### src/rtl/reg_write_queue.sv
// reg_write_queue: in-order write-request buffer in front of the register
// file write port. Requests enter through a valid/ready handshake and are
// stored in a circular buffer. At most one request per cycle drains onto
// write_enable/rw/busw, unless stall holds it back. Offering a request while
// the queue is full sets a sticky overflow flag and the request is dropped.
module reg_write_queue #(
    parameter int DEPTH = 4,
    parameter int AW    = 4,
    parameter int DW    = 4
) (
    input  logic                       clk,
    input  logic                       rst,
    input  logic                       in_valid,
    output logic                       in_ready,
    input  logic [AW-1:0]              in_addr,
    input  logic [DW-1:0]              in_data,
    input  logic                       stall,
    output logic                       write_enable,
    output logic [AW-1:0]              rw,
    output logic [DW-1:0]              busw,
    output logic [$clog2(DEPTH):0]     count,
    output logic                       full,
    output logic                       empty,
    output logic                       overflow
);

    localparam int PW = $clog2(DEPTH);
    localparam int CW = PW + 1;

    typedef struct packed {
        logic [AW-1:0] addr;
        logic [DW-1:0] data;
    } entry_t;

    entry_t        mem [DEPTH];
    logic [PW-1:0] wp;
    logic [PW-1:0] rp;
    logic          push;
    logic          pop;

    // Status flags and handshake come from the registered count only, so a
    // pop in the same cycle never opens a slot for a push to a full queue.
    always_comb begin
        full     = (count == CW'(DEPTH));
        empty    = (count == '0);
        in_ready = !full;
        push     = in_valid && in_ready;
        pop      = !empty && !stall;
    end

    // Head entry drives the write port directly; zero when nothing is queued.
    always_comb begin
        write_enable = pop;
        rw           = '0;
        busw         = '0;
        if (!empty) begin
            rw   = mem[rp].addr;
            busw = mem[rp].data;
        end
    end

    // Entry storage; contents need no reset because count gates visibility.
    always_ff @(posedge clk) begin
        if (push)
            mem[wp] <= '{addr: in_addr, data: in_data};
    end

    // Pointers, occupancy and sticky overflow; reset wins over push/pop.
    // DEPTH is a power of two, so the pointers wrap by natural overflow.
    always_ff @(posedge clk) begin
        if (rst) begin
            wp       <= '0;
            rp       <= '0;
            count    <= '0;
            overflow <= 1'b0;
        end else begin
            if (push)
                wp <= wp + PW'(1);
            if (pop)
                rp <= rp + PW'(1);
            if (push && !pop)
                count <= count + CW'(1);
            else if (pop && !push)
                count <= count - CW'(1);
            if (in_valid && !in_ready)
                overflow <= 1'b1;
        end
    end

endmodule
### config.mk
export PLATFORM = sky130hd
export DESIGN_NAME = reg_write_queue
export DESIGN_NICKNAME = d
export VERILOG_FILES = /design/src/rtl/reg_write_queue.sv
export SDC_FILE = /design/constraint.sdc
export NUM_CORES = 1
export LEC_CHECK = 0
export ABC_AREA = 1
export CAP_MARGIN = 20
export CELL_PAD_IN_SITES_DETAIL_PLACEMENT = 2
export CELL_PAD_IN_SITES_GLOBAL_PLACEMENT = 2
export CORE_MARGIN = 4
export CORE_UTILIZATION = 36
export CTS_CLUSTER_DIAMETER = 200
export CTS_CLUSTER_SIZE = 10
export DETAILED_ROUTE_END_ITERATION = 12
export PLACE_DENSITY_LB_ADDON = 0.1
export SYNTH_ARGS = -nofsm -noshare
export SYNTH_HDL_FRONTEND = slang
export SYNTH_SLANG_ARGS = --single-unit
### constraint.sdc
create_clock -name clk -period 4.42 [get_ports clk]
set_input_delay 0.884 -clock clk [delete_from_list [all_inputs] [get_ports clk]]
set_output_delay 0.884 -clock clk [all_outputs]
set_load 0.01 [all_outputs]
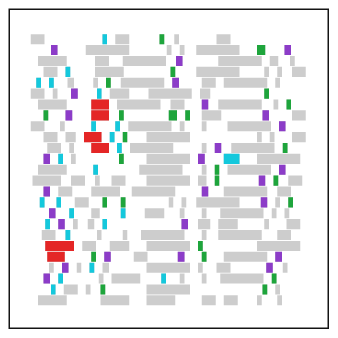
Figure 1: run 1, gate families picked out.
(4 px per um)
adder and majority cells: drawn in red, cells 6. inverters: drawn in cyan, cells 23. NOR gates: drawn in green, cells 25. inverting AOI/OAI gates: drawn in purple, cells 26.
multi-input gate share of total cell area: 23.8%
most frequent logic cell in the layout: nand2_1

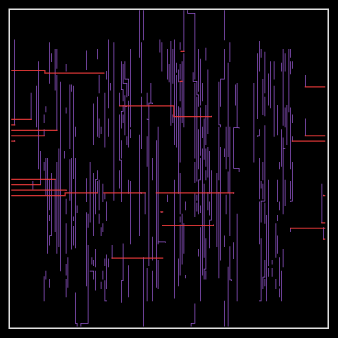
Figure 2: run 1, wiring by layer.
(4 px per um) Only two layers are drawn.
met2: drawn in purple, wire length 2470 um. met3: drawn in red, wire length 212 um.
drt total wl: 4.41 mm
GRT Overall Usage: 15.8%
Vias: 1304

==> ci_impl_report.md, run 1 <==
### Metrics collected by this job

| Metric | Value |
|---|---|
| Register share after synthesis | `63.3%` |
| Worst Skew | `0.00809 ns` |
| OpenROAD warning count | `29` |
| CP endpoint kind | `output pin` |
| First-pass GRT wire length | `7.20 mm` |
| MI comb cells | `108` |
| Synth Net Count | `195` |
| CP max stage cell | `dfxtp_1` |
| Seq cells | `42` |
| Critical Path Stages | `5` |
| Most common logic cells in the final layout | `nand2_1 (42), edfxtp_1 (32), clkdlybuf4s50_1 (27), nor2_1 (23), inv_1 (21)` |
| Largest regs | `mem x32, count x3` |
| RR Startpoint | `count[0]$_SDFFE_PP0P_` |
| Final net count | `225` |
| Fp_density | `38.1%` |
| Worst path bufs/invs | `1` |
| Clk ins delay skew pair | `0.30 ns` |
| Non-clk invs | `23` |
| DR vias/cell | `4.74` |
| Critical path endpoint | `busw[3]` |
| Tally of clock buffers in the finished layout | `5` |
| Core Region | `4820 um2` |
| DP Area | `2140 um2` |
| Biggest register | `mem` |
| Wire per inst | `16.0 um` |
| Largest class | `sequential cells` |
| Chip width | `79.4 um` |
| Flop share of the area | `52.1%` |
| Unrepaired setup endpoints after global routing | `no` |
| TritonCTS clock tree | `yes` |
| Filler cells | `539` |
| Setup slack, reg-to-reg | `2.43 ns` |
| Final setup fails | `0` |
| FF-to-FF End | `count[2]$_SDFFE_PP0P_` |
| Tmin final | `3.25 ns` |
| Mapped Area | `1830 um2` |
| Antenna cells | `0` |
| Post-detail-place hpwl | `3.18 mm` |
| Final ANT Viol Nets | `0` |
| Placer congestion estimate | `0.757` |
| Max_cap viols | `0` |
| Area delta synth->final | `21.5%` |
| Yosys cell count | `177` |
| Initial DRC count | `38` |
| Root Buffer | `clkbuf_8` |
| CP cell instances | `nor2_1 > nor2_1 > o21ai_0 > a21oi_1 > clkdlybuf4s50_1` |
| Height of the die | `79.4 um` |
| Max Freq | `308 MHz` |
| Synth Instances | `177` |
| Unique cell types | `20` |
| Critical path required time | `3.54 ns` |
| Startpoint types | `flop` |
| # port buffers | `27` |
| # Taps | `67` |
| Worst-Margin Slew | `0.861 ns` |
| Path depth of the worst reg2reg path | `12` |
| Syn avg cell area | `10.4 um2` |
| Hold_buf cts | `0` |
| I/O pin cnt | `28` |
| Relative slew margins | `42.4%` |
| Hold EP | `overflow$_SDFFE_PP0P_` |
| Crit path kind | `flop to output pin` |
| Drt pass-1 iters | `4` |
| Data buffer area share | `12.1%` |
| # H-tree levels | `2` |
| Post-CTS Setup Bufs | `0` |
| Largest net degree at the start of global routing | `18` |
| Hold Crit Class | `flop to flop` |
| Power per Cell Area | `588 nW/um2` |
| MI comb area | `531 um2` |
| Crit-path max FO | `17` |
| Initial antenna violation count | `0` |
| Register area | `1160 um2` |
| Non-CTS buffers | `27` |
| Sink Count | `42` |
| Clock-pin slew of the registers on the worst-case setup and hold paths | `0.08 ns` |
| Resized Gates After CTS | `0` |
| WHS Path Cells | `2` |
| Rows | `25` |
| Setup TNS | `0 ns` |
| Clock-cell share of area | `3.99%` |
| Max reg flops | `32` |
| Status | `complete, no violations` |
| VDD IR-drop max | `0.224 mV` |
| Slew Limit Fails | `0` |
| Leakage power total | `0.880 nW` |
| Vias in the first global route | `1447` |
| Most common cell on crit path | `nor2_1` |
| Yosys Warn Count | `0` |
| HP Start | `overflow$_SDFFE_PP0P_` |
| Fin area | `2230 um2` |
| # DRC | `0` |
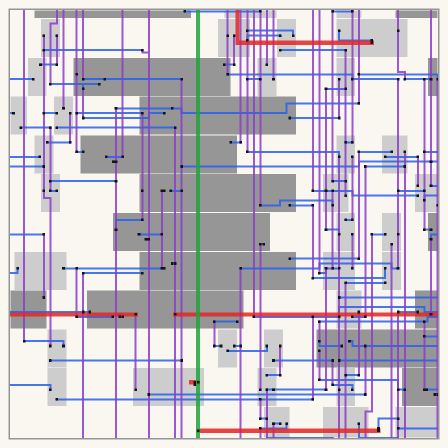
Figure 3: run 1, a small window of the routed layout.
Window x 25 to 55, y 25 to 55 um. Cells in grey, sequential cells in the stronger grey; small squares are vias.
met2: drawn in purple. met1: drawn in blue. met3: drawn in red. met4: drawn in green.
Sequential cells in the window: 8. Most frequent: nand2_1 (8), edfxtp_1 (8), nor2_1 (7). Netlist names of flops here include mem (8). 38 logic cells have their middle in the window.

[run 1: through the flow]
step           hold WS, ns  setup WS (ns)  util [%]  cells  power [mW]
2_1_floorplan        0.449           2.43         -    177       0.834
3_3_place_gp         0.439           1.50      44.4    267        1.05
3_5_place_dp         0.451           1.47      44.4    267        1.08
4_1_cts              0.467           1.12      46.3    275        1.34
5_1_grt              0.501          0.932      46.3    275        1.42
6_report             0.461           1.17      46.3    275        1.31
[run 1: Yosys cell counts]
cell type | count | share of area (%)
inv_1 | 21 | 4.3
nand3_1 | 3 | 0.82
o21ai_0 | 8 | 2.2
inv_8 | 1 | 0.61
buf_8 | 1 | 0.82
o21ai_1 | 2 | 0.55
nand3b_1 | 1 | 0.41
nor2_2 | 2 | 0.68
inv_2 | 1 | 0.20
nor2_1 | 23 | 4.7
dfxtp_1 | 10 | 11
nand4_1 | 1 | 0.34
a21oi_1 | 16 | 4.4
nand2_2 | 2 | 0.68
nand2_1 | 42 | 8.6
buf_6 | 3 | 1.8
fa_1 | 1 | 1.1
ha_1 | 5 | 3.4
nand3_2 | 2 | 1.1
edfxtp_1 | 32 | 52
[run 1: logic make-up after synthesis]
kind of cell / synth area share [%]
DFF: 63.3
AOI/OAI and AO/OA: 7.09
buffers and inverters: 7.78
adders and majority gates: 4.50
and+or+nand+nor: 17.3
[run 1: where the power goes]
part	internal, mW	total, mW	switching [mW]
clock	0.111	0.243	0.132
sequential	0.486	0.536	0.0503
combinational	0.232	0.532	0.300
[run 1: per-layer routing]
layer  track usage [%]  up-vias  wire [um]
met5                 0        -          0
met4              5.84        0         75
met3              4.85        8        212
met2              31.1       27       2470
met1              15.1      632       1650
li1                  -      637          -
Figure 4. Cell outlines without signal wires (run 1).
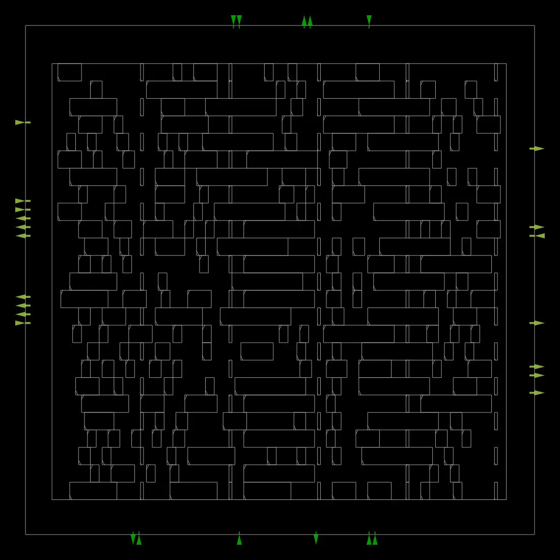

==> run 2, diff against run 1 <==
CORE_UTILIZATION = 34   (was 36)
clock period = 3.14 ns   (was 4.42 ns; I/O delays follow)
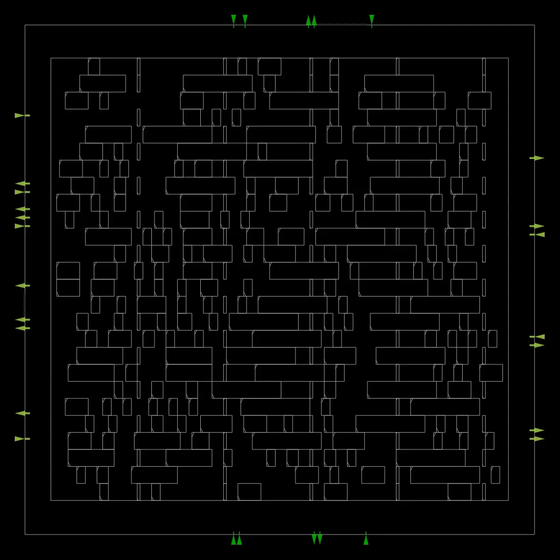
Figure 5: run 2, cell outlines without signal wires.
flop share of the area: 51.0%
Rows: 26

==> ci_impl_report.md, run 2 <==
### Metrics collected by this job

| Metric | Value |
|---|---|
| Status | `complete, no violations` |
| Power per Cell Area | `829 nW/um2 (+41%)` |
| # DRC | `0 (unchanged)` |
| Max_cap viols | `0 (unchanged)` |
| Relative slew margins | `63.0% (+21 points)` |
| GRT Overall Usage | `15.6% (-0.25 points)` |
| Crit path kind | `flop to output pin` |
| HP Start | `overflow$_SDFFE_PP0P_` |
| Clock-pin slew of the registers on the worst-case setup and hold paths | `0.08 ns (about the same)` |
| Path depth of the worst reg2reg path | `12 (unchanged)` |
| Synth Instances | `177 (unchanged)` |
| Most frequent cells after synthesis | `nand2_1 (42), edfxtp_1 (32), nor2_1 (23), inv_1 (21), a21oi_1 (16)` |
| Worst path bufs/invs | `2 (+1)` |
| Max reg flops | `32 (unchanged)` |
| Initial DRC count | `37 (-2.6%)` |
| Hold_buf cts | `0 (unchanged)` |
| Sequential share of power | `38.5% (-2.4 points)` |
| Slew Limit Fails | `0 (unchanged)` |
| Startpoint types | `flop` |
| I/O pin cnt | `28 (unchanged)` |
| Drt pass-1 iters | `2 (-2)` |
| Yosys reg bits | `42` |
| Async SR Flop Fraction | `0% (unchanged)` |
| Final Hold Vio Count | `0` |
| Fin area | `2280 um2 (+2.1%)` |
| FF-to-FF End | `count[2]$_SDFFE_PP0P_` |
| Vias in the first global route | `1539 (+6.4%)` |
| Placed Cells | `275 (+3.0%)` |
| DR vias/cell | `4.65 (-1.9%)` |
| Wire per inst | `16.1 um (+0.10%)` |
| Register share after synthesis | `63.3% (unchanged)` |
| Mapped Area | `1830 um2 (unchanged)` |
| Final ANT Viol Nets | `0 (unchanged)` |
| Proportion of layout cells with a drive suffix above 1 | `9.86%` |
| Yosys cell count | `177 (unchanged)` |
| Resized Gates After CTS | `0 (unchanged)` |
| VDD IR-drop max | `0.346 mV (+54%)` |
| Synth Net Count | `195 (unchanged)` |
| Height of the die | `81.5 um (+2.6%)` |
| Most common cell on crit path | `nor2_1` |
| Non-Filler Instances | `283 (+2.9%)` |
| Largest net degree at the start of global routing | `18 (unchanged)` |
| Antenna cells | `0 (unchanged)` |
| OpenROAD warning count | `29 (unchanged)` |
| Filler cells | `556 (+3.2%)` |
| Most common logic cells in the final layout | `nand2_1 (42), edfxtp_1 (32), clkdlybuf4s50_1 (27), nor2_1 (23), inv_1 (21)` |
| RR Startpoint | `count[1]$_SDFFE_PP0P_` |
| Final setup fails | `0 (unchanged)` |
| # port buffers | `27 (unchanged)` |
| Crit-path max FO | `17 (unchanged)` |
| Unrepaired setup endpoints after global routing | `no` |
| Comb group | `0.795 mW (+49%)` |
| Critical Path Stages | `6 (+1)` |
| Top pwr grp | `combinational logic` |
| Root Buffer | `clkbuf_8` |
| Cell type with the largest total area | `edfxtp_1` |
| Final net count | `230 (+2.2%)` |
| Syn avg cell area | `10.4 um2 (unchanged)` |
| Tmin final | `2.55 ns` |
| Sink Count | `42 (unchanged)` |
| Pre-CTS setup slack | `0.527 ns (-0.943 ns)` |
| Register area | `1160 um2 (unchanged)` |
| Most frequent cell after synthesis | `nand2_1` |
| Drt total wl | `4.54 mm (+3.0%)` |
| WHS | `0.456 ns (-0.00514 ns)` |
| Critical path required time | `2.51 ns (-1.03 ns)` |
| Chip width | `81.5 um (+2.6%)` |
| Worst-Margin Slew | `0.554 ns (-0.307 ns)` |
| Post-CTS Setup Bufs | `0 (unchanged)` |
| # H-tree levels | `2 (unchanged)` |
| Clk ins delay skew pair | `0.30 ns (about the same)` |
| Fp_density | `35.5% (-2.6 points)` |
| CP cell instances | `buf_4 > nor2_1 > nor2_1 > o21ai_0 > a21oi_1 > clkdlybuf4s50_1` |
| TritonCTS buffer count | `5` |
| Pwr Total | `1.89 mW (+44%)` |
| Setup slack, reg-to-reg | `1.15 ns (-1.28 ns)` |
| Switching power | `0.686 mW (+42%)` |
| Sw Share | `36.4% (-0.41 points)` |
| Core Util, Final | `44.0% (-2.3 points)` |
| Hold Crit Class | `flop to flop` |
| Setup TNS | `0 ns (unchanged)` |
| Final WS setup | `0.585 ns (-0.583 ns)` |
| Most frequent logic cell in the layout | `nand2_1` |
| Initial antenna violation count | `0 (unchanged)` |
| Pint | `1.20 mW (+45%)` |
| Clk. pwr | `0.364 mW (+50%)` |
| First-pass GRT wire length | `7.51 mm (+4.3%)` |
| Placer congestion estimate | `0.798 (+5.4%)` |
| Comb power frac | `42.2% (+1.7 points)` |
| Unique cell types | `20 (unchanged)` |
| Overflow after GRT | `0` |
| DP Area | `2180 um2 (+1.9%)` |
| Largest regs | `mem x32, count x3` |
| TritonCTS clock tree | `yes` |
| Max Freq | `391 MHz` |
| Seq. pwr | `0.727 mW (+36%)` |
| CP max stage cell | `clkdlybuf4s50_1` |
| Biggest register | `mem` |
| EDFF count, synth | `32 (unchanged)` |
| Ranking of synthesized cells by area | `edfxtp_1 (52%), dfxtp_1 (11%), nand2_1 (8.6%)` |
| Top cell area share | `52.4% (unchanged)` |
| Dominant Register Cell | `edfxtp_1` |
| Area delta synth->final | `24.1%` |
| Worst Skew | `0.00713 ns (-0.000966 ns)` |
| CP endpoint kind | `output pin` |
| Post-detail-place hpwl | `3.31 mm (+4.1%)` |
| Yosys Warn Count | `0 (unchanged)` |
| Clock share of power | `19.3% (+0.7 points)` |
| Core Region | `5170 um2 (+7.4%)` |
| Leakage power total | `0.911 nW (+3.6%)` |
| MI comb area | `531 um2 (unchanged)` |
| Critical path endpoint | `rw[3]` |
| Vias | `1317 (+1.0%)` |
==> run 2: cell counts after synthesis <==
No cell type changed its count.
==> run 2: logic make-up (layout without fill, tap and decap cells) <==
group	Yosys count	after routing	share of synthesized area (%)
simple gates	76	76	17.3
flops	42	42	63.3
buf+inv	27	63	7.78
compound gates	26	26	7.09
fa+ha+maj	6	6	4.50
==> run 2: worst reg2reg max path: cells and delay by family (launching register included) <==
| family | cells | cell delay, ns |
|---|---|---|
| flip-flops | 1 | 0.40 |
| buffers and inverters | 4 | 0.31 |
| AND/OR/NAND/NOR | 6 | 0.66 |
| adder cells (fa/ha/maj) | 2 | 0.56 |
==> run 2: worst min-delay path by stage <==
| stage | depth (start not counted) | slack, ns | to |
|---|---|---|---|
| final | 2 | 0.46 | overflow$_SDFFE_PP0P_ |
| after global routing | 2 | 0.50 | overflow$_SDFFE_PP0P_ |
| after CTS | 2 | 0.46 | overflow$_SDFFE_PP0P_ |
| after detailed placement | 2 | 0.45 | overflow$_SDFFE_PP0P_ |
| after global placement | 2 | 0.44 | overflow$_SDFFE_PP0P_ |
| after floorplan | 2 | 0.45 | flop |
==> run 2: per-layer routing <==
metal	routed length, um	GRT usage [%]	share of wire [%]	vias up
li1	-	-	-	643
met1	1780	15.4	39	643
met2	2560	30.5	56	25
met3	148	4.61	3.3	6
met4	59	5.07	1.3	0
met5	0	0	0	-
==> run 2: layout make-up <==
type | instances | share of cell area [%]
Tap cell | 70 | 3.85
Multi-Input combinational cell | 108 | 23.3
Clock inverter | 2 | 0.550
Timing Repair Buffer | 32 | 13.5
Sequential cell | 42 | 51.0
Clock buffer | 6 | 3.63
Inverter | 23 | 4.12
Figure 6. Wiring by layer (run 2).
(4 px per um) Only two layers are drawn.
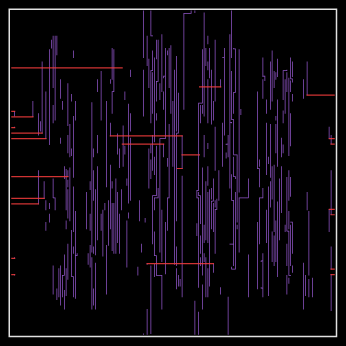

==> run 3, diff against run 2 <==
clock period = 2.4 ns   (was 3.14 ns; I/O delays follow)
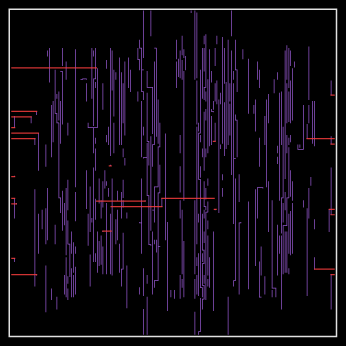
Figure 7: run 3, wiring by layer.
(4 px per um) Only two layers are drawn.
met3: drawn in red, wire length 112 um. met2: drawn in purple, wire length 2740 um.
wire per inst: 16.6 um
drt total wl: 4.81 mm
Vias: 1385

==> ci_impl_report.md, run 3 <==
### Metrics collected by this job

| Metric | Value |
|---|---|
| Initial DRC count | `61 (+65%)` |
| Hold EP | `overflow$_SDFFE_PP0P_` |
| Syn avg cell area | `10.4 um2 (unchanged)` |
| RR Startpoint | `count[0]$_SDFFE_PP0P_` |
| Most common logic cells in the final layout | `nand2_1 (42), edfxtp_1 (32), nor2_1 (23), inv_1 (20), clkdlybuf4s50_1 (19)` |
| Status | `complete, no violations` |
| First-pass GRT wire length | `7.72 mm (+2.8%)` |
| Height of the die | `81.5 um (unchanged)` |
| Root Buffer | `clkbuf_8` |
| Worst Skew | `0.00575 ns (-0.00138 ns)` |
| DP Area | `2190 um2 (+0.34%)` |
| Most frequent logic cell in the layout | `nand2_1` |
| Post-Synth AOI/OAI Area | `7.09% (unchanged)` |
| Yosys cell count | `177 (unchanged)` |
| Synth Net Count | `195 (unchanged)` |
| Largest net degree at the start of global routing | `18 (unchanged)` |
| Most frequent cells after synthesis | `nand2_1 (42), edfxtp_1 (32), nor2_1 (23), inv_1 (21), a21oi_1 (16)` |
| Final Hold Vio Count | `0 (unchanged)` |
| I/O pin cnt | `28 (unchanged)` |
| Hold Crit Class | `flop to flop` |
| EDFF count, synth | `32 (unchanged)` |
| Adder Area Share | `4.50% (unchanged)` |
| Cell type with the largest total area | `edfxtp_1` |
| HP Start | `overflow$_SDFFE_PP0P_` |
| Final ANT Viol Nets | `0 (unchanged)` |
| # port buffers | `27 (unchanged)` |
| Startpoint types | `flop` |
| Max Freq | `455 MHz` |
| Max reg flops | `32 (unchanged)` |
| Antenna cells | `0 (unchanged)` |
| Register area | `1160 um2 (+0.11%)` |
| Top cell area share | `52.4% (unchanged)` |
| Drt pass-1 iters | `4 (+2)` |
| MI comb area | `531 um2 (unchanged)` |
| Overflow after GRT | `0 (unchanged)` |
| Most frequent cell after synthesis | `nand2_1` |
| Crit-path max FO | `9 (-8)` |
| Final setup fails | `0 (unchanged)` |
| Biggest register | `mem` |
| Core Util, Final | `45.6% (+1.6 points)` |
| TritonCTS buffer count | `5 (unchanged)` |
| Crit path kind | `flop to output pin` |
| TritonCTS clock tree | `yes` |
| Final net count | `237 (+3.0%)` |
| GRT Overall Usage | `16.0% (+0.42 points)` |
| Post-synth area from yosys stat | `1830 um2` |
| WHS | `0.483 ns (+0.0274 ns)` |
| Hold_buf cts | `0 (unchanged)` |
| Clk ins delay skew pair | `0.29 ns (about the same)` |
| Yosys reg bits | `42 (unchanged)` |
| Slew Limit Fails | `0 (unchanged)` |
| Setup TNS | `0 ns (unchanged)` |
| Synth Instances | `177 (unchanged)` |
| Critical path required time | `1.92 ns (-0.59 ns)` |
| Vias in the first global route | `1575 (+2.3%)` |
| WHS Path Cells | `2 (unchanged)` |
| Fin crit share | `91.7%` |
| Fin area | `2360 um2 (+3.6%)` |
| Pre-CTS setup slack | `0.127 ns (-0.400 ns)` |
| Dominant Register Cell | `edfxtp_1` |
| Sink Count | `42 (unchanged)` |
| Register share after synthesis | `63.3% (unchanged)` |
| Ranking of synthesized cells by area | `edfxtp_1 (52%), dfxtp_1 (11%), nand2_1 (8.6%)` |
| Relative slew margins | `86.1% (+23 points)` |
| Non-Filler Instances | `290 (+2.5%)` |
| Largest regs | `mem x32, count x3` |
| # H-tree levels | `2 (unchanged)` |
| Post-Synth XOR/XNOR Area | `0% (unchanged)` |
| Yosys Warn Count | `0 (unchanged)` |
| Unique cell types | `20 (unchanged)` |
| Filler cells | `540 (-2.9%)` |
| Tmin final | `2.20 ns` |
| Area delta synth->final | `28.5%` |
| VDD IR-drop max | `0.487 mV (+41%)` |
| Initial antenna violation count | `0 (unchanged)` |
| Power per Cell Area | `1050 nW/um2 (+27%)` |
| Async SR Flop Fraction | `0% (unchanged)` |
| Proportion of layout cells with a drive suffix above 1 | `13.6% (+3.8 points)` |
| Max clock buf depth | `2` |
| Arrival time worst endpoint | `1.72 ns` |
| Max_cap viols | `0 (unchanged)` |
| Pwr Total | `2.48 mW (+32%)` |
| CP endpoint kind | `output pin` |
| Setup slack, reg-to-reg | `0.41 ns (-0.74 ns)` |
| FF-to-FF End | `count[1]$_SDFFE_PP0P_` |
| # DRC | `0 (unchanged)` |
| Core Region | `5170 um2 (unchanged)` |
| Mux share | `0% (unchanged)` |
| Total die size | `6630 um2` |
| Clock-pin slew of the registers on the worst-case setup and hold paths | `0.08 ns (about the same)` |
| Leakage power total | `1.06 nW (+16%)` |
| And+or+nand+nor area frac | `17.3% (unchanged)` |
| Placer congestion estimate | `0.744 (-6.8%)` |
| Mapped Area | `1830 um2 (unchanged)` |
| Largest logic family | `simple AND/OR/NAND/NOR gates` |
| Path depth of the worst reg2reg path | `9 (-3)` |
| DR vias/cell | `4.78 (+2.6%)` |
| Post-detail-place hpwl | `3.30 mm (-0.30%)` |
| Rows | `26 (unchanged)` |
| OpenROAD warning count | `29 (unchanged)` |
| Placed Cells | `276 (+0.36%)` |
| Chip width | `81.5 um (unchanged)` |
| Unrepaired setup endpoints after global routing | `no` |
| Worst-Margin Slew | `0.207 ns (-0.347 ns)` |
| Final WS setup | `0.200 ns (-0.385 ns)` |
| Fp_density | `35.5% (unchanged)` |
-- run 3: cell counts after synthesis --
Identical to the previous run, type by type.
-- run 3: critical path, cell delays in order, from the launching register on --
cell and delay, ns:
dfxtp_2 0.35, inv_1 0.13, nand3_2 0.16, inv_2 0.21, clkdlybuf4s50_1 0.58
-- run 3: area by class of cell --
| class | instances | area share (%) |
|---|---|---|
| tap | 70 | 3.72 |
| inverter | 23 | 4.14 |
| timing repair buffer | 39 | 16.3 |
| sequential | 42 | 49.3 |
| clock inverter | 2 | 0.478 |
| clock buffer | 6 | 3.50 |
| multi-input combinational | 108 | 22.5 |
-- run 3: worst max path at each step --
stage | from | to | slack (ns) | depth (start not counted)
finish | count[0]$_SDFFE_PP0P_ | empty | 0.20 | 4
CTS | flop | rw[1] | 0.003 | 6
global placement | stall | count[2]$_SDFFE_PP0P_ | 0.24 | 12
detailed placement | stall | count[2]$_SDFFE_PP0P_ | 0.13 | 12
global route | count[0]$_SDFFE_PP0P_ | empty | 0.08 | 4
floorplan | count[0]$_SDFFE_PP0P_ | count[2]$_SDFFE_PP0P_ | 0.60 | 13
-- run 3: metal layers --
metal	part of all wire [%]	track usage, %	vias up
li1	-	-	661
met1	39	16.9	692
met2	57	31.4	24
met3	2.3	2.74	8
met4	1.4	5.57	0
met5	0	0	-
-- run 3: report_power, final --
part / total, mW / switching, mW / internal [mW]
Sequential: 0.959 / 0.0637 / 0.896
Clock: 0.467 / 0.235 / 0.232
Combinational: 1.05 / 0.606 / 0.449
-- run 3: timing repair --
item	4_1_cts	5_1_grt
buffers inserted	6	0
gates resized	1	11
setup endpoints to repair	2	8
Power is estimated from default activity; no workload was simulated.
